`src/rtl/ag_alu_pkg.sv`:
```
// Shared encodings and constants for the nibble-serial BCD/binary ALU.
package ag_alu_pkg;

  typedef enum logic [2:0] {
    ALU_ORA = 3'd0,
    ALU_AND = 3'd1,
    ALU_EOR = 3'd2,
    ALU_ADC = 3'd3,
    ALU_ASL = 3'd4,
    ALU_LSR = 3'd5,
    ALU_ROL = 3'd6,
    ALU_ROR = 3'd7
  } alu_op_e;

  typedef enum logic [1:0] {
    IDLE = 2'd0,
    RUN  = 2'd1,
    DONE = 2'd2
  } alu_state_e;

  localparam logic [3:0] DEC_ADJ_ADD = 4'd6;
  localparam logic [3:0] DEC_ADJ_SUB = 4'd10;

endpackage

```
`src/rtl/ag_nibble_dec_add.sv`:
```
// One-digit adder with optional decimal correction; sub selects the borrow-style adjust.
module ag_nibble_dec_add
  import ag_alu_pkg::*;
(
  input  logic [3:0] a4,
  input  logic [3:0] b4,
  input  logic       cin,
  input  logic       d_in,
  input  logic       sub,
  output logic [3:0] digit,
  output logic       cout
);

  logic [4:0] s;
  logic       c9;

  always_comb begin
    s  = {1'b0, a4} + {1'b0, b4} + {4'b0000, cin};
    // In subtract mode the raw carry is inverted before the >9 test (no-borrow case).
    c9 = ({s[4] ^ sub, s[3:0]} > 5'd9);
    if (d_in) begin
      digit = c9 ? (s[3:0] + (sub ? DEC_ADJ_SUB : DEC_ADJ_ADD)) : s[3:0];
      cout  = c9 ^ sub;
    end else begin
      digit = s[3:0];
      cout  = s[4];
    end
  end

endmodule

```
`src/rtl/ag_seq_bcd_alu.sv`:
```
// Multi-cycle ALU: logic/shift ops in one RUN cycle, ADC one nibble per cycle LSB first.
// Define AG_SEQ_ALU_BIN_FAST_EN to finish binary ADC in a single RUN cycle.
module ag_seq_bcd_alu
  import ag_alu_pkg::*;
#(
  parameter int unsigned NIBBLES = 2
) (
  input  logic                 baseclk,
  input  logic                 rst,
  input  logic                 start,
  input  logic [2:0]           op,
  input  logic [4*NIBBLES-1:0] a,
  input  logic [4*NIBBLES-1:0] b,
  input  logic                 c_in,
  input  logic                 d_in,
  input  logic                 sub,
  output logic                 busy,
  output logic                 done,
  output logic [4*NIBBLES-1:0] r,
  output logic                 c_out,
  output logic                 v_out,
  output logic                 z_out,
  output logic                 n_out
);

  localparam int unsigned W    = 4 * NIBBLES;
  localparam int unsigned IdxW = (NIBBLES > 1) ? $clog2(NIBBLES) : 1;

  alu_state_e      state_q, state_d;
  alu_op_e         op_q;
  logic [W-1:0]    a_q, b_q, rsh_q, r_q;
  logic            cin_q, d_q, sub_q, carry_q;
  logic [IdxW-1:0] idx_q;
  logic            c_q, v_q, z_q, n_q;

  logic [W-1:0]    res_r;
  logic            res_c;
  logic [3:0]      nib_digit;
  logic            nib_cout;
  logic            last_nib;
  logic            fast_bin;

`ifdef AG_SEQ_ALU_BIN_FAST_EN
  assign fast_bin = ~d_q;
`else
  assign fast_bin = 1'b0;
`endif

  assign last_nib = (idx_q == IdxW'(NIBBLES - 1));

  ag_nibble_dec_add u_nib (
    .a4   (a_q[{idx_q, 2'b00} +: 4]),
    .b4   (b_q[{idx_q, 2'b00} +: 4]),
    .cin  (carry_q),
    .d_in (d_q),
    .sub  (sub_q),
    .digit(nib_digit),
    .cout (nib_cout)
  );

  always_ff @(posedge baseclk) begin
    if (rst) state_q <= IDLE;
    else     state_q <= state_d;
  end

  always_comb begin
    state_d = state_q;
    unique case (state_q)
      IDLE, DONE: state_d = start ? RUN : IDLE;
      RUN: begin
        if (op_q != ALU_ADC || fast_bin || last_nib) state_d = DONE;
      end
      default: state_d = IDLE;
    endcase
  end

  always_comb begin
    busy = (state_q == RUN);
    done = (state_q == DONE);
  end

  // Result of the current RUN cycle: whole word, or shadow with nibble idx_q filled in.
  always_comb begin
    res_r = '0;
    res_c = 1'b0;
    unique case (op_q)
      ALU_ORA: res_r = a_q | b_q;
      ALU_AND: res_r = a_q & b_q;
      ALU_EOR: res_r = a_q ^ b_q;
      ALU_ASL: {res_c, res_r} = {a_q[W-1], a_q << 1};
      ALU_LSR: {res_c, res_r} = {a_q[0], a_q >> 1};
      ALU_ROL: {res_c, res_r} = {a_q[W-1], a_q[W-2:0], cin_q};
      ALU_ROR: {res_c, res_r} = {a_q[0], cin_q, a_q[W-1:1]};
      ALU_ADC: begin
        if (fast_bin) begin
          {res_c, res_r} = {1'b0, a_q} + {1'b0, b_q} + {{W{1'b0}}, cin_q};
        end else begin
          res_r = rsh_q;
          res_r[{idx_q, 2'b00} +: 4] = nib_digit;
          res_c = nib_cout;
        end
      end
      default: ;
    endcase
  end

  always_ff @(posedge baseclk) begin
    if (rst) begin
      op_q    <= ALU_ORA;
      a_q     <= '0;
      b_q     <= '0;
      cin_q   <= 1'b0;
      d_q     <= 1'b0;
      sub_q   <= 1'b0;
      carry_q <= 1'b0;
      idx_q   <= '0;
      rsh_q   <= '0;
      r_q     <= '0;
      c_q     <= 1'b0;
      v_q     <= 1'b0;
      z_q     <= 1'b0;
      n_q     <= 1'b0;
    end else begin
      unique case (state_q)
        IDLE, DONE: begin
          if (start) begin
            op_q    <= alu_op_e'(op);
            a_q     <= a;
            b_q     <= sub ? ~b : b;
            cin_q   <= c_in;
            d_q     <= d_in;
            sub_q   <= sub;
            carry_q <= c_in;
            idx_q   <= '0;
            rsh_q   <= '0;
          end
        end
        RUN: begin
          if (state_d == DONE) begin
            r_q <= res_r;
            c_q <= res_c;
            v_q <= (op_q == ALU_ADC) && (a_q[W-1] == b_q[W-1]) && (a_q[W-1] != res_r[W-1]);
            z_q <= (res_r == '0);
            n_q <= res_r[W-1];
          end else begin
            rsh_q   <= res_r;
            carry_q <= res_c;
            idx_q   <= idx_q + 1'b1;
          end
        end
        default: ;
      endcase
    end
  end

  assign r     = r_q;
  assign c_out = c_q;
  assign v_out = v_q;
  assign z_out = z_q;
  assign n_out = n_q;

endmodule

```
`config.mk`:
```
export PLATFORM = sky130hd
export DESIGN_NAME = ag_seq_bcd_alu
export DESIGN_NICKNAME = d
export VERILOG_FILES = /design/src/rtl/ag_alu_pkg.sv /design/src/rtl/ag_nibble_dec_add.sv /design/src/rtl/ag_seq_bcd_alu.sv
export SDC_FILE = /design/constraint.sdc
export NUM_CORES = 1
export LEC_CHECK = 0
export CAP_MARGIN = 40
export CORE_MARGIN = 5
export CORE_UTILIZATION = 40
export CTS_CLUSTER_DIAMETER = 40
export DETAILED_ROUTE_END_ITERATION = 8
export PLACE_DENSITY = 0.72
export REMOVE_ABC_BUFFERS = 1
export SLEW_MARGIN = 5
export SYNTH_ARGS = -nofsm -noshare
export SYNTH_HDL_FRONTEND = slang
export SYNTH_SLANG_ARGS = --single-unit
```
`constraint.sdc`:
```
create_clock -name baseclk -period 9.35 [get_ports baseclk]
set_input_delay 1.87 -clock baseclk [delete_from_list [all_inputs] [get_ports baseclk]]
set_output_delay 1.87 -clock baseclk [all_outputs]
set_load 0.03 [all_outputs]
```
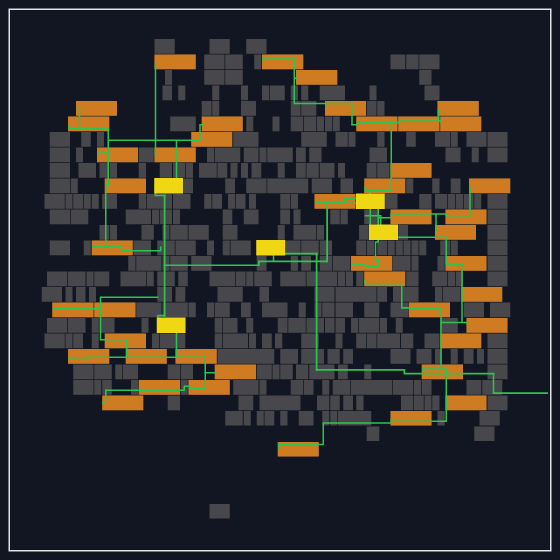
*Routed clock nets over the placement*
[clock wires] green | length: 586 um
[flip-flops] orange | count: 44
[clock drivers] yellow | count: 5
routed clock nets: 6

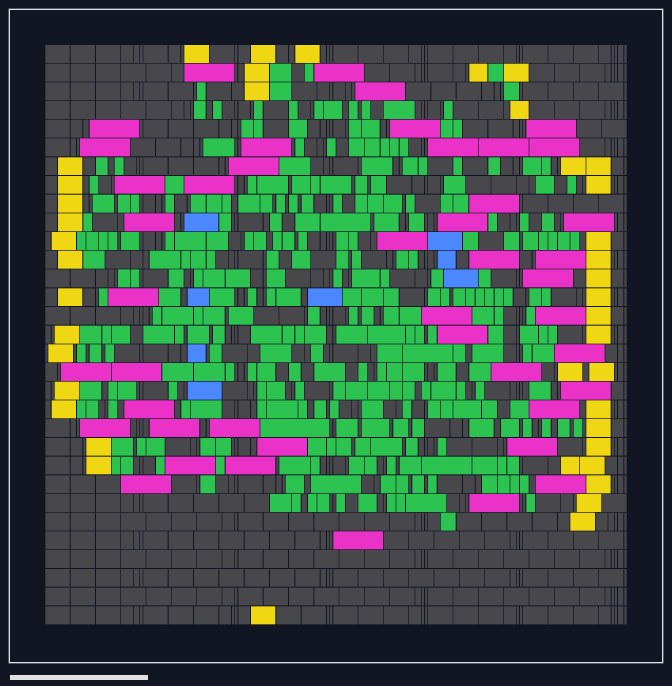
*Placement by cell class*
The bar under the picture is 20 um long. Fill, decap, tap and diode cells in grey.
[clock drivers and dummy loads] blue | cells: 8
[sequential cells] magenta | cells: 44
[combinational and other logic] green | cells: 297
[remaining buffers and delay cells] yellow | cells: 41
Core Footprint: 7140 sq um
flop share of the area: 26.1%

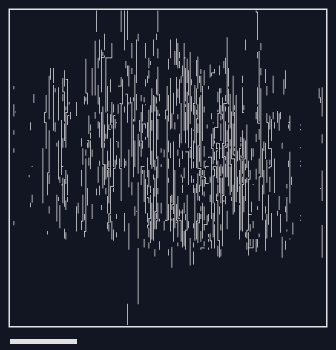
*The metal 2 layer*
The bar under the picture is 20 um long.
longest straight run: 32.0 um
nets with wire on the layer: 327
wire length on this layer: 3070 um
share of all routed wire: 44%
main direction: vertical
detailed-route wire length: 7050 um
grt met2 use: 26.1%

[worst max path at each step]
| stage | depth (start not counted) | slack, ns | start | to |
|---|---|---|---|---|
| finish | 12 | 5.29 | idx_q | z_out |
| detailed placement | 12 | 5.34 | idx_q | v_out |
| global route | 12 | 4.93 | idx_q | z_out |
| global placement | 12 | 5.49 | idx_q | v_out |
| floorplan | 12 | 5.72 | idx_q | v_out |
| CTS | 12 | 5.31 | idx_q | z_out |
[synth_stat cells (8+ instances only)]
| library cell | n | area, sq um |
|---|---|---|
| a211oi_1 | 13 | 97.6 |
| a21oi_1 | 31 | 155 |
| clkbuf_1 | 15 | 56.3 |
| dfxtp_1 | 44 | 881 |
| ha_1 | 19 | 238 |
| inv_1 | 27 | 101 |
| nand2_1 | 60 | 225 |
| nand2b_1 | 8 | 50.1 |
| nor2_1 | 31 | 116 |
| nor2b_1 | 8 | 50.1 |
| o21ai_0 | 9 | 45.0 |
| xor2_1 | 9 | 78.8 |
[registers in the layout, summed over array words and instances, names as in the netlist]
name / count
a_q: 8
b_q: 8
r: 8
rsh_q: 7
op_q: 3
state_q: 2
c_out: 1
carry_q: 1
cin_q: 1
d_q: 1
idx_q: 1
sub_q: 1
v_out: 1
z_out: 1
[layout make-up]
class                   count  area share, %
multi-input cells         270           52.5
flip-flops and latches     44           26.1
repair buffers             41           11.9
well taps                  99           3.67
inverters                  27           3.00
clock buffers               5           2.04
clock inverters             3          0.705
[kinds of logic after synthesis]
| group | after synthesis | synth area share (%) |
|---|---|---|
| flops | 44 | 30.6 |
| mux | 9 | 3.22 |
| fa+ha+maj | 22 | 10.4 |
| compound gates | 96 | 24.2 |
| buf+inv | 52 | 7.75 |
| xor+xnor | 13 | 3.96 |
| simple gates | 130 | 19.9 |
[cells in the final DEF, fill, tap and decap left out, types with 2 or more instances in the layout]
master / count
nand2_1: 60
nor2_1: 31
and2_1: 3
nor2b_1: 8
a21oi_1: 31
or3_1: 2
a32oi_1: 2
a31oi_1: 2
nand3_1: 6
clkbuf_8: 5
o22ai_1: 5
o21ai_1: 2
a221oi_1: 6
nor3_1: 7
buf_4: 3
xor2_1: 9
dfxtp_1: 44
o21a_1: 4
mux2i_1: 7
clkdlybuf4s50_1: 38
inv_1: 27
nand2b_1: 8
fa_1: 3
ha_1: 19
o211ai_1: 3
clkinvlp_4: 2
o21ai_0: 9
a211oi_1: 13
xnor2_1: 4
a221o_1: 2
nor4_1: 2
[stage by stage]
stage,std cells,power [mW],setup slack [ns],instance area [sq um]
after CTS,489,0.461,5.31,3370
after floorplan,341,0.295,5.72,2750
after global placement,481,0.336,5.49,3280
after global routing,489,0.486,4.93,3370
after detailed placement,481,0.339,5.34,3280
final,489,0.460,5.29,3370
[where the power goes]
| part | switching (mW) | internal [mW] | leakage, nW |
|---|---|---|---|
| clock | 0.0716 | 0.0530 | 0.0404 |
| sequential | 0.0125 | 0.197 | 0.360 |
| combinational | 0.0699 | 0.0557 | 0.877 |
[metal layers]
metal  part of all wire [%]  vias up
li1                       -     1303
met1                     49     1167
met2                     44       91
met3                    5.9       15
met4                    1.6        0
met5                      0        -
==> PnR_summary.wiki <==
=== Physical design figures ===
{| class="wikitable"
! Metric !! Value
|-
| Detailed Routing Iterations Pass 1 || 4
|-
| Overall via count from detail_route || 2576
|-
| Worst-case clock buffer depth || 2
|-
| Via count of the first global-routing pass || 2449
|-
| Number of cells on the worst reg-to-reg path || 12
|-
| Post-synth area from yosys stat || 2880 sq um
|-
| Final-report max-slew violation count || 0
|-
| Cell depth of the worst hold path || 2
|-
| Number of setup violations in the final report || 0
|-
| Number of buffer and inverter instances along the worst setup path || 1
|-
| Final worst path period need || 4.06 ns
|-
| Number of primary I/O pins || 39
|-
| Average cell area after synthesis || 7.86 sq um
|-
| Headroom to the max-slew limit || 43.9%
|-
| Standard-cell rows || 31
|-
| Worst Max-Slew Pin Slew || 0.841 ns
|-
| Die W || 94.8 um
|-
| HPWL after DPL || 5200 um
|-
| Clock root cell || clkbuf_8
|-
| Post-detailed-route wirelength per cell || 14.4 um
|-
| Maximum fanout count along the critical path || 26
|-
| Final cell utilization of the core || 47.3%
|-
| Number of nets in the layout || 436
|-
| Max frequency || 246 MHz
|-
| Floorplan Utilization || 40.3%
|-
| Number of clock sinks || 44
|-
| Endpoint required time on the critical path || 9.58 ns
|-
| Mapped Cells || 366
|-
| Yosys cell types || 54
|-
| Reg2reg setup slack || 5.29 ns
|-
| Clock tree from TritonCTS || built
|-
| Summed negative setup slack over all endpoints || 0 ns
|-
| Die Span Y || 94.8 um
|-
| Worst hold-check path type || flip-flop to flip-flop
|-
| Largest stage delay, worst path || 0.83 ns
|-
| Unrepaired setup endpoints after global routing || no
|-
| Routability congestion estimate from global placement || 0.983
|-
| Insertion Delay late pin || 0.31 ns
|-
| Number of synthesized register bits || 44
|-
| Outcome || finished clean
|-
| Global Route met1 Usage || 23.1%
|-
| Critical path, cell by cell || o21ai_0 -> fa_1 -> inv_1 -> fa_1 -> nor2b_1 -> a221o_2 -> nor2_2 -> a21oi_2 -> mux2_1 -> nor3_1 -> o2111ai_1 -> o31ai_2
|-
| Ys flop type || dfxtp_1
|-
| Diode insertion count for antenna repair || 0
|-
| DRC violation total after the first TritonRoute iteration || 203
|-
| Floorplan die area || 8980 sq um
|-
| Clock buffer count from CTS || 5
|-
| Synthesis-to-layout area growth || 17.3%
|-
| Kind of cell adding the most delay to the critical path || adder cells
|-
| Start point of the worst min-delay path || r[3]
|-
| Number of synthesized flops with an enable pin || 0
|-
| End point of the worst hold path || r[3]
|-
| Yosys warning total || 0
|-
| Total power divided by cell area || 136 nW/um^2
|-
| Met3 GRT Util || 3.11%
|-
| Post-CTS setup repair buffer count || 0
|-
| Setup crit start kind || flip-flop
|-
| DRC violations left || 0
|-
| Max Cap Viol || 0
|-
| Fraction of the cycle the final worst path needs || 43.4%
|-
| Residual overflow from global routing || 0
|-
| Number of cells in Yosys stat || 366
|-
| FF-to-FF Start || idx_q
|-
| Number of input and output port buffers inserted || 38
|-
| Clock transition at the registers of the reported paths || 0.09 ns
|-
| H-tree level count || 2
|-
| CP arrival || 4.29 ns
|-
| Sequential cell area || 881 sq um
|-
| Pin count of the biggest net entering global routing || 44
|-
| Setup clock skew after layout || 0.00888 ns
|-
| Standby leakage power || 1.28 nW
|-
| Reg-to-reg endpoint || z_out
|-
| Sequential element share of the synthesized area || 30.6%
|-
| Multi-input gate area in the final layout || 1770 sq um
|}
No activity file was given, so power comes from the tool's default toggle rates.
